==> config.mk <==
export PLATFORM = sky130hd
export DESIGN_NAME = axi4_lite_cmd_master_flat
export DESIGN_NICKNAME = d
export VERILOG_FILES = /design/src/rtl/axi4_lite_if.sv /design/src/rtl/axi4_lite_cmd_master.sv /design/src/flat_wrapper.sv
export SDC_FILE = /design/constraint.sdc
export NUM_CORES = 1
export LEC_CHECK = 0
export ABC_CLOCK_PERIOD_IN_PS = 2000
export CAP_MARGIN = 20
export CORE_MARGIN = 2
export CORE_UTILIZATION = 39
export DETAILED_ROUTE_END_ITERATION = 8
export PLACE_DENSITY = 0.77
export SKIP_CTS_REPAIR_TIMING = 1
export SYNTH_ARGS = -nofsm -noshare
export SYNTH_HDL_FRONTEND = slang
export SYNTH_SLANG_ARGS = --single-unit
==> constraint.sdc <==
create_clock -name clk_i -period 2 [get_ports clk_i]
set_clock_uncertainty 0.1 [all_clocks]
set_input_delay 0.4 -clock clk_i [delete_from_list [all_inputs] [get_ports clk_i]]
set_output_delay 0.4 -clock clk_i [all_outputs]
set_load 0.03 [all_outputs]
==> run_1/gate_families.png <==
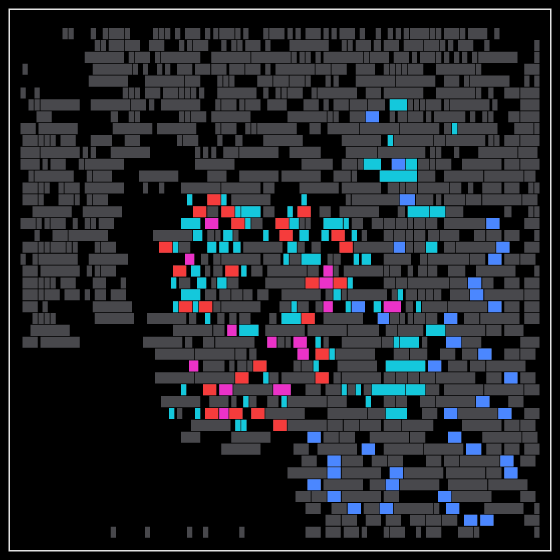
[blue] AND-OR and OR-AND gates | cells: 38
[red] XOR/XNOR gates | cells: 26 | where: centre
[cyan] NOR gates | cells: 74
[magenta] AND and OR gates | cells: 14 | where: centre
multi-input gate share of the layout cell area: 26.9%
most frequently placed logic cell in the final layout: sky130_fd_sc_hd__clkdlybuf4s50_1
non-filler instance count after layout: 1002

==> run_1/met2.png <==
Bar = 20 µm.
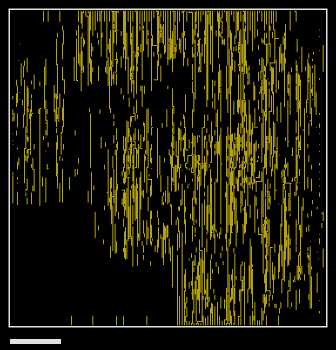
nets with wire on the layer: 765
main direction: vertical
share of all routed wire: 50%
wire length on this layer: 7310 µm
longest straight run: 38.1 µm
grt met2 use: 30.2%
Total Routed Length: 14700 µm
DR vias: 4757

==> run_1/met3.png <==
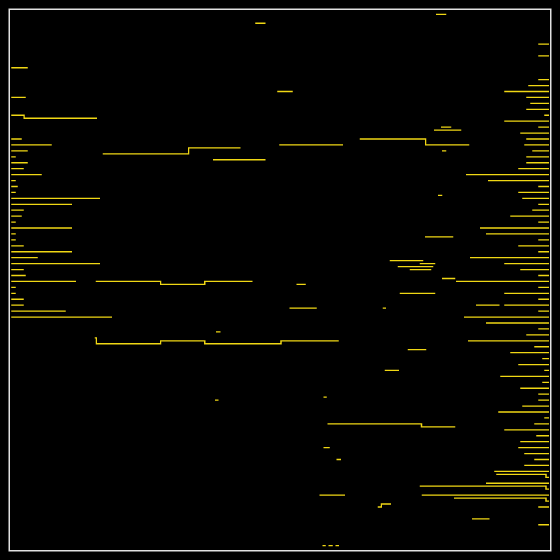
main direction: horizontal
share of all routed wire: 7.3%
nets with wire on the layer: 133
wire length on this layer: 1070 µm
longest straight run: 28.8 µm
global-route track usage on met3: 6.18%

==> flow_summary.json, run 1 <==
{
  "final_layout_size_suffix_gt1_share_pct": 16.9,
  "crit_path_end_kind": "output port",
  "worst-setup-path-type": "flip-flop to output port",
  "layout.cells.most_common_list": "sky130_fd_sc_hd__clkdlybuf4s50_1 (154), sky130_fd_sc_hd__nand2_1 (151), sky130_fd_sc_hd__dfrtp_1 (115), sky130_fd_sc_hd__conb_1 (55), sky130_fd_sc_hd__buf_4 (51)",
  "place.port_buffers": 186,
  "p_sw_mw": 4.87,
  "setup_repair_after_global_routing_missed_its_margin": "true",
  "grt.busiest_layer": "met2",
  "nNonClkInverters": 12,
  "n_sequential_cell": 118,
  "top_signal_layer_used": "met4",
  "core_area_um2": 13900,
  "first_global_vias": 4453,
  "aoi_share_pct": 9.11,
  "final-setup-viol-count": 22,
  "seqAreaFraction_pct": 34.0,
  "adder_share_pct": 0.224,
  "power.density_cell_area_nw_per_um2": 1440,
  "grt_start_max_net_pins": 48,
  "fin_util_pct": 62.3,
  "timing.fmax_mhz": 485,
  "post-route-worst-setup-slack_ns": -0.0618,
  "antenna_cells_inserted": 0,
  "power_leakage_nw": 4.30,
  "chip_area_um2": 15300,
  "yosys-stat-area_um2": 5590,
  "ys.flop_type": "sky130_fd_sc_hd__dfrtp_1",
  "syn_to_final_growth_pct": 55.3,
  "fin_hold_ws_ns": 0.367,
  "cp_data_required_time_ns": 1.50,
  "max-cap-violations": 0,
  "openroad.warnings": 28,
  "tritoncts": "built",
  "timing_max_transition_violations_final": 0,
  "timing.critical_path.max_delay_family": "flip-flops",
  "detailed_place_hpwl_um": 9960,
  "synth-cells-yosys": 577,
  "final_design_area_no_fill_um2": 8680,
  "mux_area_share_pct": 0.537,
  "grt_util_met1_pct": 22.4,
  "clock_cell_area_share_pct": 6.71,
  "yosys-dominant-comb-family": "simple AND/OR/NAND/NOR gates",
  "ys_warn_count": 0,
  "worstHoldPathType": "flip-flop to flip-flop",
  "synth.distinct_cells": 50,
  "globalRoute.totalOverflow": 0,
  "netSwitchingFraction_pct": 38.9,
  "intPower_mw": 7.65,
  "post_synth_tally_of_flip_flops_with_integrated_enable": 0,
  "largest_class": "registers",
  "seq_power_share_pct": 28.9,
  "fin_tns_setup_ns": -0.368,
  "xor_share_pct": 4.07,
  "drc": 0,
  "async_flop_share_pct": 100,
  "seqCellArea_um2": 2960,
  "clk_latency_ns": 0.40,
  "metal2_wl_um": 7310,
  "clock-root-buffer": "sky130_fd_sc_hd__clkbuf_16",
  "nWellTaps": 180,
  "comb_cells": 411,
  "grt_use_total_pct": 18.3,
  "violations": "negative setup slack",
  "crit_slowest_cell": "sky130_fd_sc_hd__dfrtp_2",
  "syn-instance-count": 577,
  "start_kind": "flip-flop",
  "synth_seq_share_pct": 52.8,
  "combinational_power_share_pct": 47.4,
  "status": "complete, but fails checks",
  "met3WireLength_um": 1070,
  "place.gp.congestion": 0.843,
  "finalHoldViolCount": 0,
  "layout_worst_path_cycle_share_pct": 103,
  "detail_route.vias_per_cell": 4.75,
  "synth_area_per_cell_um2": 9.69,
  "cp.buffers_inverters": 3,
  "row_count": 43
}
## run 1: synth_stat cells, types with 2 or more instances
library cell / instances
sky130_fd_sc_hd__xnor2_1: 20
sky130_fd_sc_hd__buf_4: 62
sky130_fd_sc_hd__buf_8: 3
sky130_fd_sc_hd__dfrtp_1: 118
sky130_fd_sc_hd__and4_1: 3
sky130_fd_sc_hd__nor3b_1: 5
sky130_fd_sc_hd__nor2_1: 41
sky130_fd_sc_hd__nand3_1: 10
sky130_fd_sc_hd__nand4_1: 5
sky130_fd_sc_hd__conb_1: 2
sky130_fd_sc_hd__buf_2: 10
sky130_fd_sc_hd__o21ai_0: 11
sky130_fd_sc_hd__and3_1: 2
sky130_fd_sc_hd__a22o_2: 2
sky130_fd_sc_hd__a22o_1: 31
sky130_fd_sc_hd__and2_2: 2
sky130_fd_sc_hd__clkbuf_1: 12
sky130_fd_sc_hd__a21oi_1: 11
sky130_fd_sc_hd__nor4_1: 18
sky130_fd_sc_hd__a211oi_1: 3
sky130_fd_sc_hd__mux2i_1: 3
sky130_fd_sc_hd__nand2_1: 151
sky130_fd_sc_hd__inv_1: 11
sky130_fd_sc_hd__xor2_1: 6
sky130_fd_sc_hd__or3_1: 4
sky130_fd_sc_hd__nor3_1: 5
sky130_fd_sc_hd__o22ai_1: 3
## run 1: power by group through the flow
| stage | sequential, mW | clock, mW | combinational [mW] |
|---|---|---|---|
| 2_1_floorplan | 4.96 | 0 | 1.95 |
| 3_3_place_gp | 3.66 | 0 | 5.49 |
| 3_5_place_dp | 3.66 | 0 | 5.55 |
| 4_1_cts | 3.64 | 3.03 | 5.57 |
| 5_1_grt | 3.72 | 3.14 | 6.30 |
| 6_report | 3.62 | 2.96 | 5.93 |
==> run_1/registers.png <==
Bar = 20 µm.
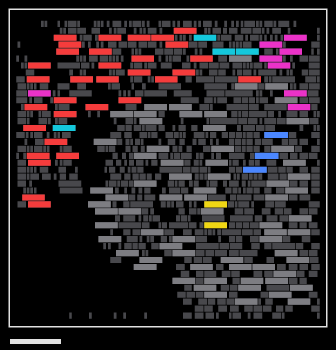

--- run 2 (diff from run 1) ---
CELL_PAD_IN_SITES_DETAIL_PLACEMENT = 0   (was default)
CELL_PAD_IN_SITES_GLOBAL_PLACEMENT = 1   (was default)
CORE_UTILIZATION = 28   (was 39)
PLACE_DENSITY = 0.75   (was 0.77)
==> run_2/registers.png <==
Bar = 50 µm.
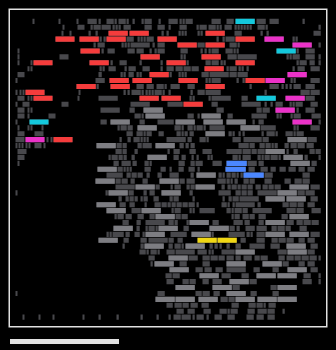
[red] u_core.csr_o.wdata | placed flops: 32
[yellow] u_core.rsp_resp_o | placed flops: 2
[blue] u_core.dbg_state_o | placed flops: 3
[cyan] u_core.csr_o.wstrb | placed flops: 4
[magenta] u_core.csr_o.araddr | placed flops: 8 | where: north-east
sequential cell area: 2960 µm²
Core Util, Final: 45.1%
power consumed by sequential cells: 3.59 mW
proportion of cell area occupied by registers: 33.6%

==> flow_summary.json, run 2 <==
{
  "top_signal_layer_used": "met4",
  "ys.flop_type": "sky130_fd_sc_hd__dfrtp_1",
  "aoi_share_pct": 9.11,
  "status": "complete, but fails checks",
  "mux_area_share_pct": 0.537,
  "met1_length_um": 6670,
  "layout_worst_path_cycle_share_pct": 102,
  "detailed_place_hpwl_um": 10400,
  "final_design_area_no_fill_um2": 8810,
  "max-cap-violations": 0,
  "ant_nets": 0,
  "worstHoldPathType": "flip-flop to flip-flop",
  "violations": "negative setup slack",
  "clock-root-buffer": "sky130_fd_sc_hd__clkbuf_16",
  "crit_path_end_kind": "output port",
  "finalHoldViolCount": 0,
  "grt_use_total_pct": 14.3,
  "fin_tns_setup_ns": -0.0735,
  "core_area_um2": 19500,
  "timing.fmax_mhz": 492,
  "worst-setup-path-type": "flip-flop to output port",
  "finalCriticalPeriod_ns": 2.03,
  "synth-cells-yosys": 577,
  "adder_share_pct": 0.224,
  "clk_latency_ns": 0.42,
  "final-setup-viol-count": 3,
  "row_count": 51,
  "synth_seq_share_pct": 52.8,
  "power.density_cell_area_nw_per_um2": 1380,
  "syn_to_final_growth_pct": 57.6,
  "intPower_mw": 7.20,
  "critical_path_peak_fanout": 6,
  "p_sw_mw": 4.93,
  "route.detailed.wl_per_inst_um": 13.8,
  "netSwitchingFraction_pct": 40.6,
  "globalRoute.totalOverflow": 0,
  "post_synth_tally_of_flip_flops_with_integrated_enable": 0,
  "wirelength_um": 15100,
  "antenna_cells_inserted": 0,
  "grt_start_max_net_pins": 42,
  "synth_area_per_cell_um2": 9.69,
  "drc": 0,
  "first_global_vias": 4612,
  "combinational_power_share_pct": 47.5,
  "layout.cells.most_common": "sky130_fd_sc_hd__nand2_1",
  "chip_area_um2": 21100,
  "openroad.warnings": 28,
  "post-route-worst-setup-slack_ns": -0.0335,
  "routed-via-count": 4705,
  "syn-instance-count": 577,
  "place.port_buffers": 186,
  "synth.area.top_cells": "sky130_fd_sc_hd__dfrtp_1 (53%), sky130_fd_sc_hd__nand2_1 (10%), sky130_fd_sc_hd__buf_4 (8.3%), sky130_fd_sc_hd__a22o_1 (4.9%), sky130_fd_sc_hd__xnor2_1 (3.1%)",
  "ys_warn_count": 0,
  "final_layout_size_suffix_gt1_share_pct": 17.6,
  "timing_max_transition_violations_final": 0,
  "async_flop_share_pct": 100,
  "yosys-stat-area_um2": 5590,
  "layout.cells.most_common_list": "sky130_fd_sc_hd__nand2_1 (151), sky130_fd_sc_hd__clkdlybuf4s50_1 (134), sky130_fd_sc_hd__dfrtp_1 (115), sky130_fd_sc_hd__buf_4 (60), sky130_fd_sc_hd__conb_1 (55)",
  "post_synth_and_or_nand_nor_area_fraction_pct": 21.0,
  "synthTopCellsByCount": "sky130_fd_sc_hd__nand2_1 (151), sky130_fd_sc_hd__dfrtp_1 (118), sky130_fd_sc_hd__buf_4 (62)",
  "met3WireLength_um": 853,
  "cp_data_required_time_ns": 1.50,
  "synthDominantCellAreaShare_pct": 52.8,
  "tritoncts": "built",
  "metal2_wl_um": 7180,
  "power_leakage_nw": 4.58,
  "yosys-dominant-comb-family": "simple AND/OR/NAND/NOR gates",
  "top_cell": "sky130_fd_sc_hd__nand2_1",
  "place.gp.congestion": 0.795,
  "setup_repair_after_global_routing_missed_its_margin": "true",
  "detail_route.vias_per_cell": 4.30,
  "start_kind": "flip-flop",
  "seq_power_share_pct": 29.6,
  "worst_ir_drop_vdd_mv": 0.552,
  "synth.distinct_cells": 50,
  "xor_share_pct": 4.07
}
## run 2: routing by layer
metal | vias up | GRT usage, %
met5 | - | 0
met4 | 0 | 5.10
met3 | 29 | 4.53
met2 | 157 | 23.0
met1 | 2213 | 18.3
li1 | 2306 | -
## run 2: per-stage QoR
stage	std cells	hold WS, ns
3_3_place_gp	1049	0.287
6_report	1094	0.367
2_1_floorplan	630	0.00441
5_1_grt	1094	0.389
3_5_place_dp	1049	0.298
4_1_cts	1081	-0.156
## run 2: kinds of logic after synthesis
family	Yosys count
compound gates	69
xor+xnor	26
fa+ha+maj	1
buf+inv	101
flops	118
mux	3
other cells	2
simple gates	257
## run 2: power groups by stage
| stage | sequential (mW) | combinational (mW) | clock, mW |
|---|---|---|---|
| global route | 3.70 | 6.14 | 2.98 |
| global placement | 3.63 | 5.58 | 0 |
| floorplan | 4.96 | 1.95 | 0 |
| finish | 3.59 | 5.76 | 2.77 |
| CTS | 3.61 | 5.63 | 2.85 |
| detailed placement | 3.63 | 5.61 | 0 |
## run 2: final cells by class
class                           instances  area, µm²
Inverter                               12       48.8
Clock buffer                           18        439
Multi-Input combinational cell        411       2320
Tap cell                              265        332
Clock inverter                         14        106
Timing Repair Buffer                  256       2610
Fill cell                            1855      10700
Sequential cell                       118       2960
## run 2: critical path: stages (launching register included)
cell,delay [ns]
sky130_fd_sc_hd__dfrtp_2,0.41
sky130_fd_sc_hd__buf_4,0.17
sky130_fd_sc_hd__nor2b_4,0.13
sky130_fd_sc_hd__a21boi_2,0.16
sky130_fd_sc_hd__buf_4,0.13
sky130_fd_sc_hd__buf_12,0.11
Power and IR drop assume default switching activity.
